<file path="config.mk">
export PLATFORM = sky130hd
export DESIGN_NAME = pinmux_ctrl
export DESIGN_NICKNAME = d
export VERILOG_FILES = /design/src/rtl/pinmux_pkg.sv /design/src/rtl/pinmux_in_sync.sv /design/src/rtl/pinmux_ctrl.sv
export SDC_FILE = /design/constraint.sdc
export NUM_CORES = 1
export LEC_CHECK = 0
export CAP_MARGIN = 20
export CORE_MARGIN = 2
export CORE_UTILIZATION = 27
export CTS_BUF_LIST = sky130_fd_sc_hd__clkbuf_2 sky130_fd_sc_hd__clkbuf_4 sky130_fd_sc_hd__clkbuf_8
export DETAILED_ROUTE_END_ITERATION = 7
export GPL_TIMING_DRIVEN = 0
export PLACE_DENSITY = 0.61
export SLEW_MARGIN = 5
export SYNTH_ARGS = -nofsm -noshare
export SYNTH_HDL_FRONTEND = slang
export SYNTH_HIERARCHICAL = 1
export SYNTH_SLANG_ARGS = --single-unit
</file>
<file path="constraint.sdc">
create_clock -name clk -period 3.9 [get_ports clk]
set_input_delay 0.39 -clock clk [delete_from_list [all_inputs] [get_ports clk]]
set_output_delay 0.39 -clock clk [all_outputs]
set_load 0.01 [all_outputs]
</file>
<file path="src/rtl/pinmux_pkg.sv">
// Shared types and constants for the pad multiplexer.
// func_sel_t is the FUNC_SEL field type for the default 4-function build;
// the top derives its own select width from NUM_FUNCS via sel_width().
package pinmux_pkg;

    localparam int unsigned DEF_NUM_FUNCS = 4;
    localparam int unsigned SEL_W         = $clog2(DEF_NUM_FUNCS);

    typedef logic [SEL_W-1:0] func_sel_t;

    typedef enum logic [1:0] {
        IDLE  = 2'd0,
        GAP   = 2'd1,
        APPLY = 2'd2
    } state_t;

    // Register word offsets relative to NUM_PINS (FUNC_SEL occupies 0..NUM_PINS-1)
    localparam int unsigned LOCK_OFS   = 0;
    localparam int unsigned STATUS_OFS = 1;

    // Bit width needed to hold values 0..n-1, never less than 1
    function automatic int unsigned sel_width(input int unsigned n);
        return (n > 1) ? $clog2(n) : 1;
    endfunction

endpackage

</file>
<file path="src/rtl/pinmux_in_sync.sv">
// One pad input: 2-flop synchroniser, optionally followed by a glitch filter
// (enabled by macro PINMUX_GLITCH_FILTER_EN).
// Ports: clk, reset (sync, active high), din (raw pad), dout (synchronised/filtered).
module pinmux_in_sync
    import pinmux_pkg::*;
#(
    parameter int unsigned FILTER_CYCLES = 3
) (
    input  logic clk,
    input  logic reset,
    input  logic din,
    output logic dout
);

    if (FILTER_CYCLES < 1) begin : g_bad_cfg
        $error("pinmux_in_sync: FILTER_CYCLES must be >= 1");
    end

    logic [1:0] sync_q;

    // Metastability synchroniser
    always_ff @(posedge clk) begin
        if (reset) sync_q <= '0;
        else       sync_q <= {sync_q[0], din};
    end

`ifdef PINMUX_GLITCH_FILTER_EN
    localparam int unsigned CNT_W = sel_width(FILTER_CYCLES);

    logic [CNT_W-1:0] stable_cnt;
    logic             filt_q;

    // Output flips only after FILTER_CYCLES consecutive samples that differ from it
    always_ff @(posedge clk) begin
        if (reset) begin
            stable_cnt <= '0;
            filt_q     <= 1'b0;
        end else if (sync_q[1] == filt_q) begin
            stable_cnt <= '0;
        end else if (stable_cnt == CNT_W'(FILTER_CYCLES - 1)) begin
            filt_q     <= sync_q[1];
            stable_cnt <= '0;
        end else begin
            stable_cnt <= stable_cnt + CNT_W'(1);
        end
    end

    assign dout = filt_q;
`else
    assign dout = sync_q[1];
`endif

endmodule

</file>
<file path="src/rtl/pinmux_ctrl.sv">
// Register-programmable pad multiplexer with break-before-make function switching.
// Optional glitch filter on pad inputs: define PINMUX_GLITCH_FILTER_EN.
// Ports:
//   clk, reset                 clock, synchronous active-high reset
//   reg_sel/reg_we/reg_addr/reg_wdata/reg_rdata  register bus (rdata 1 cycle after sel)
//   gpio_o/gpio_oen/gpio_i     GPIO side (function 0), oen active low
//   periph_o/periph_oen        alternate functions 1..NUM_FUNCS-1
//   periph_i                   synchronised pad inputs (same as gpio_i)
//   pad_i/pad_o/pad_oen        pad ring, pad_oen active low (1 = tristate)
module pinmux_ctrl
    import pinmux_pkg::*;
#(
    parameter int unsigned NUM_PINS      = 32,
    parameter int unsigned NUM_FUNCS     = 4,
    parameter int unsigned GAP_CYCLES    = 4,
    parameter int unsigned FILTER_CYCLES = 3
) (
    input  logic                                 clk,
    input  logic                                 reset,
    input  logic                                 reg_sel,
    input  logic                                 reg_we,
    input  logic [$clog2(NUM_PINS+2)-1:0]        reg_addr,
    input  logic [31:0]                          reg_wdata,
    output logic [31:0]                          reg_rdata,
    input  logic [NUM_PINS-1:0]                  gpio_o,
    input  logic [NUM_PINS-1:0]                  gpio_oen,
    output logic [NUM_PINS-1:0]                  gpio_i,
    input  logic [NUM_FUNCS-1:1][NUM_PINS-1:0]   periph_o,
    input  logic [NUM_FUNCS-1:1][NUM_PINS-1:0]   periph_oen,
    output logic [NUM_PINS-1:0]                  periph_i,
    input  logic [NUM_PINS-1:0]                  pad_i,
    output logic [NUM_PINS-1:0]                  pad_o,
    output logic [NUM_PINS-1:0]                  pad_oen
);

    localparam int unsigned ADDR_W   = $clog2(NUM_PINS + 2);
    localparam int unsigned SEL_BITS = sel_width(NUM_FUNCS);
    localparam int unsigned PIN_W    = sel_width(NUM_PINS);
    localparam int unsigned CNT_W    = sel_width(GAP_CYCLES);

    if (NUM_FUNCS < 2 || GAP_CYCLES < 1) begin : g_bad_cfg
        $error("pinmux_ctrl: NUM_FUNCS must be >= 2 and GAP_CYCLES >= 1");
    end

    state_t                 state;
    logic [CNT_W-1:0]       gap_cnt;
    logic [NUM_PINS-1:0]    pending;
    logic [NUM_PINS-1:0]    set_mask;
    logic                   lock;
    logic [SEL_BITS-1:0]    active_sel [NUM_PINS];
    logic [SEL_BITS-1:0]    shadow_sel [NUM_PINS];
    logic [SEL_BITS-1:0]    drive_sel  [NUM_PINS];
    logic [PIN_W-1:0]       pin_idx;
    logic                   addr_is_pin, addr_is_lock, addr_is_stat;
    logic                   wr_func, wr_lock;
    logic [31:0]            rd_data_c;

    // Register address decode
    assign pin_idx      = reg_addr[PIN_W-1:0];
    assign addr_is_pin  = 32'(reg_addr) < NUM_PINS;
    assign addr_is_lock = reg_addr == ADDR_W'(NUM_PINS + LOCK_OFS);
    assign addr_is_stat = reg_addr == ADDR_W'(NUM_PINS + STATUS_OFS);
    assign wr_func      = reg_sel && reg_we && addr_is_pin && !lock
                          && (reg_wdata < 32'(NUM_FUNCS));
    assign wr_lock      = reg_sel && reg_we && addr_is_lock;

    // During APPLY pending pins already drive the committed shadow value, so the
    // new source appears right after the gap and writes compare against it.
    always_comb begin
        for (int p = 0; p < NUM_PINS; p++) begin
            drive_sel[p] = (state == APPLY && pending[p]) ? shadow_sel[p] : active_sel[p];
        end
    end

    // A write only starts a switch when it changes what the pin drives
    always_comb begin
        set_mask = '0;
        if (wr_func && SEL_BITS'(reg_wdata) != drive_sel[pin_idx]) begin
            set_mask[pin_idx] = 1'b1;
        end
    end

    // Read data mux
    always_comb begin
        rd_data_c = '0;
        if (reg_sel && !reg_we) begin
            if (addr_is_pin)       rd_data_c = 32'(shadow_sel[pin_idx]);
            else if (addr_is_lock) rd_data_c = {31'd0, lock};
            else if (addr_is_stat) rd_data_c = {31'd0, state != IDLE};
        end
    end

    // Register file and break-before-make sequencer
    always_ff @(posedge clk) begin
        if (reset) begin
            state     <= IDLE;
            gap_cnt   <= '0;
            pending   <= '0;
            lock      <= 1'b0;
            reg_rdata <= '0;
            for (int p = 0; p < NUM_PINS; p++) begin
                active_sel[p] <= '0;
                shadow_sel[p] <= '0;
            end
        end else begin
            reg_rdata <= rd_data_c;
            if (wr_func)                 shadow_sel[pin_idx] <= SEL_BITS'(reg_wdata);
            if (wr_lock && reg_wdata[0]) lock <= 1'b1;

            case (state)
                IDLE: begin
                    pending <= pending | set_mask;
                    if (pending != '0) begin
                        state   <= GAP;
                        gap_cnt <= CNT_W'(GAP_CYCLES - 1);
                    end
                end
                GAP: begin
                    pending <= pending | set_mask;
                    if (set_mask != '0)     gap_cnt <= CNT_W'(GAP_CYCLES - 1);
                    else if (gap_cnt == '0) state   <= APPLY;
                    else                    gap_cnt <= gap_cnt - CNT_W'(1);
                end
                APPLY: begin
                    for (int p = 0; p < NUM_PINS; p++) begin
                        if (pending[p]) active_sel[p] <= shadow_sel[p];
                    end
                    pending <= set_mask;
                    state   <= IDLE;
                end
                default: state <= IDLE;
            endcase
        end
    end

    // Output path: pins in their gap are tristated, others follow their source
    always_comb begin
        pad_o   = '0;
        pad_oen = '1;
        for (int p = 0; p < NUM_PINS; p++) begin
            if (state == GAP && pending[p]) begin
                pad_o[p]   = 1'b0;
                pad_oen[p] = 1'b1;
            end else if (drive_sel[p] == '0) begin
                pad_o[p]   = gpio_o[p];
                pad_oen[p] = gpio_oen[p];
            end else begin
                for (int f = 1; f < NUM_FUNCS; f++) begin
                    if (drive_sel[p] == SEL_BITS'(f)) begin
                        pad_o[p]   = periph_o[f][p];
                        pad_oen[p] = periph_oen[f][p];
                    end
                end
            end
        end
    end

    // Input path
    logic [NUM_PINS-1:0] pad_sync;

    for (genvar p = 0; p < NUM_PINS; p++) begin : g_in
        pinmux_in_sync #(.FILTER_CYCLES(FILTER_CYCLES)) u_sync (
            .clk  (clk),
            .reset(reset),
            .din  (pad_i[p]),
            .dout (pad_sync[p])
        );
    end

    assign gpio_i   = pad_sync;
    assign periph_i = pad_sync;

endmodule

</file>
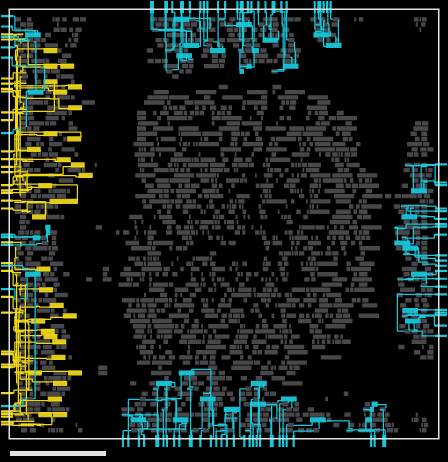
Fig. 1. Port wiring.
Bar = 50 um.
cyan -> periph_oen  # bits 96, direction input, edge 33 bottom, 30 top, 21 right, 12 left, end cells 38, buffers 96, wire 2,510 um
yellow -> periph_i  # bits 32, direction output, edge left, end cells 32, buffers 64, wire 1,790 um

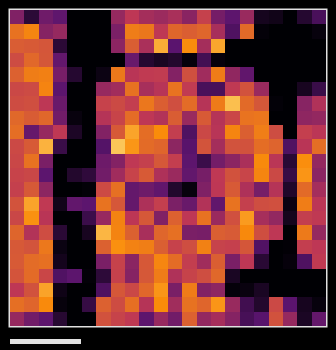
Fig. 2. Cell density map.
Bar = 50 um. The die is cut into 22 by 22 equal tiles; black is low, pale yellow is high, 0 to 100% covered.
nearly empty tiles = 19%
fullest tile = 88%
densest ninth of the die = bottom middle
mean over tiles = 38%
tiles over 75% full = 3.9%
emptiest ninth of the die = top right
Post-Route Utilization: 0.413
floorplan core density: 0.273

==> metrics.yaml <==
top_regs: "active_sel: 64 flops, g_in.u_sync/sync_q: 64 flops, shadow_sel: 64 flops"
critPathMaxFanout: 10
start_kind: "input port"
drc: 0
fin_skew_ps: 38.6
place_congestion: 0.994
synth.most_common_cell: "dfxtp_1"
layout_top_cell: "clkdlybuf4s50_1"
chipArea_um2: 50100
clk_latency_ps: 590
pre_cts_slack_ps: -1020
setup_viol: 0
hpwl_um: 46900
max-slew-margin-rel: 0.236
syn_to_final_growth_pct: 51.0
clock-sinks: 231
worst_pin_slew_ps: 1150
gr-max-usage-layer: "met2"
netlist.area_leader.share: 0.230
synthSimpleGateAreaFrac: 0.190
viasPerCell: 5.22
p_comb_uw: 1110
via_count: 12300
first_pass_iters: 6
p_leak_uw: 0.00776
grt_pass1_wl_um: 83600
seqPwrFrac: 0.425
peakVddDrop_v: 0.000190
r2r_cells: 13
path_common_cell: "nor2_1"
warnings: 26
synthTopCellsByCount: "dfxtp_1, edfxtp_1, nor2b_1, mux4_2, buf_4"
num_tap_cells: 615
num_io_pins: 490
logic_gates: 828
hp-start: "reset"
cts_tree: "done"
routedLengthMet1_um: 22500
die_h_um: 224
avgSynthCellArea_um2: 11.2
cp_data_required_time_ps: 4410
p_seq_uw: 2640
postCtsSetupRepairBufs: 1
die_x_um: 224
final.setup.tns_ps: 0
hold_depth: 2
status: "complete, no violations"
buffers: 591
power_leader: "registers"
clockRootBuffer: "clkbuf_8"
ys_top_cells_by_area: "edfxtp_1, dfxtp_1, mux4_2, nor2b_1, mux2i_1"
hold_path_end: "g_in[10].u_sync/sync_q[0]"
h-tree-depth: 2
wl_per_cell_um: 25.2
flops: 231
regToRegStartpoint: "state[1]"
drive_gt1_frac: 0.179
grt_usage: 0.229
ys.flops: 231
clkbuf_count: 68
setup_ws_ps: 23.4
finalCriticalPeriod_ps: 3880
grt_use_met2: 0.404
xor_share: 0
comb_area_um2: 6940
clock_path_buffers: 3
gr-usage-met1: 0.273
ys_async_sr_fraction: 0
rsz0062_at_grt: "no"
fin_nets: 2033
edf_count: 100
synthDistinctLibCells: 68
critPathLaunch: "reg_addr[0]"
nonClkBufAreaFrac: 0.276
cp_cell_sequence: "clkdlybuf4s50_1, buf_2, inv_1, nor2_1, nand3_1, o2111ai_1, a2111oi_2, a21oi_1, nor2_1, a211oi_4, buf_4, a31o_1"
largest_class: "multi-input combinational cells"
drv_cap: 0
period_used_share: 0.994
p_int_uw: 4680
grt_max_degree: 53
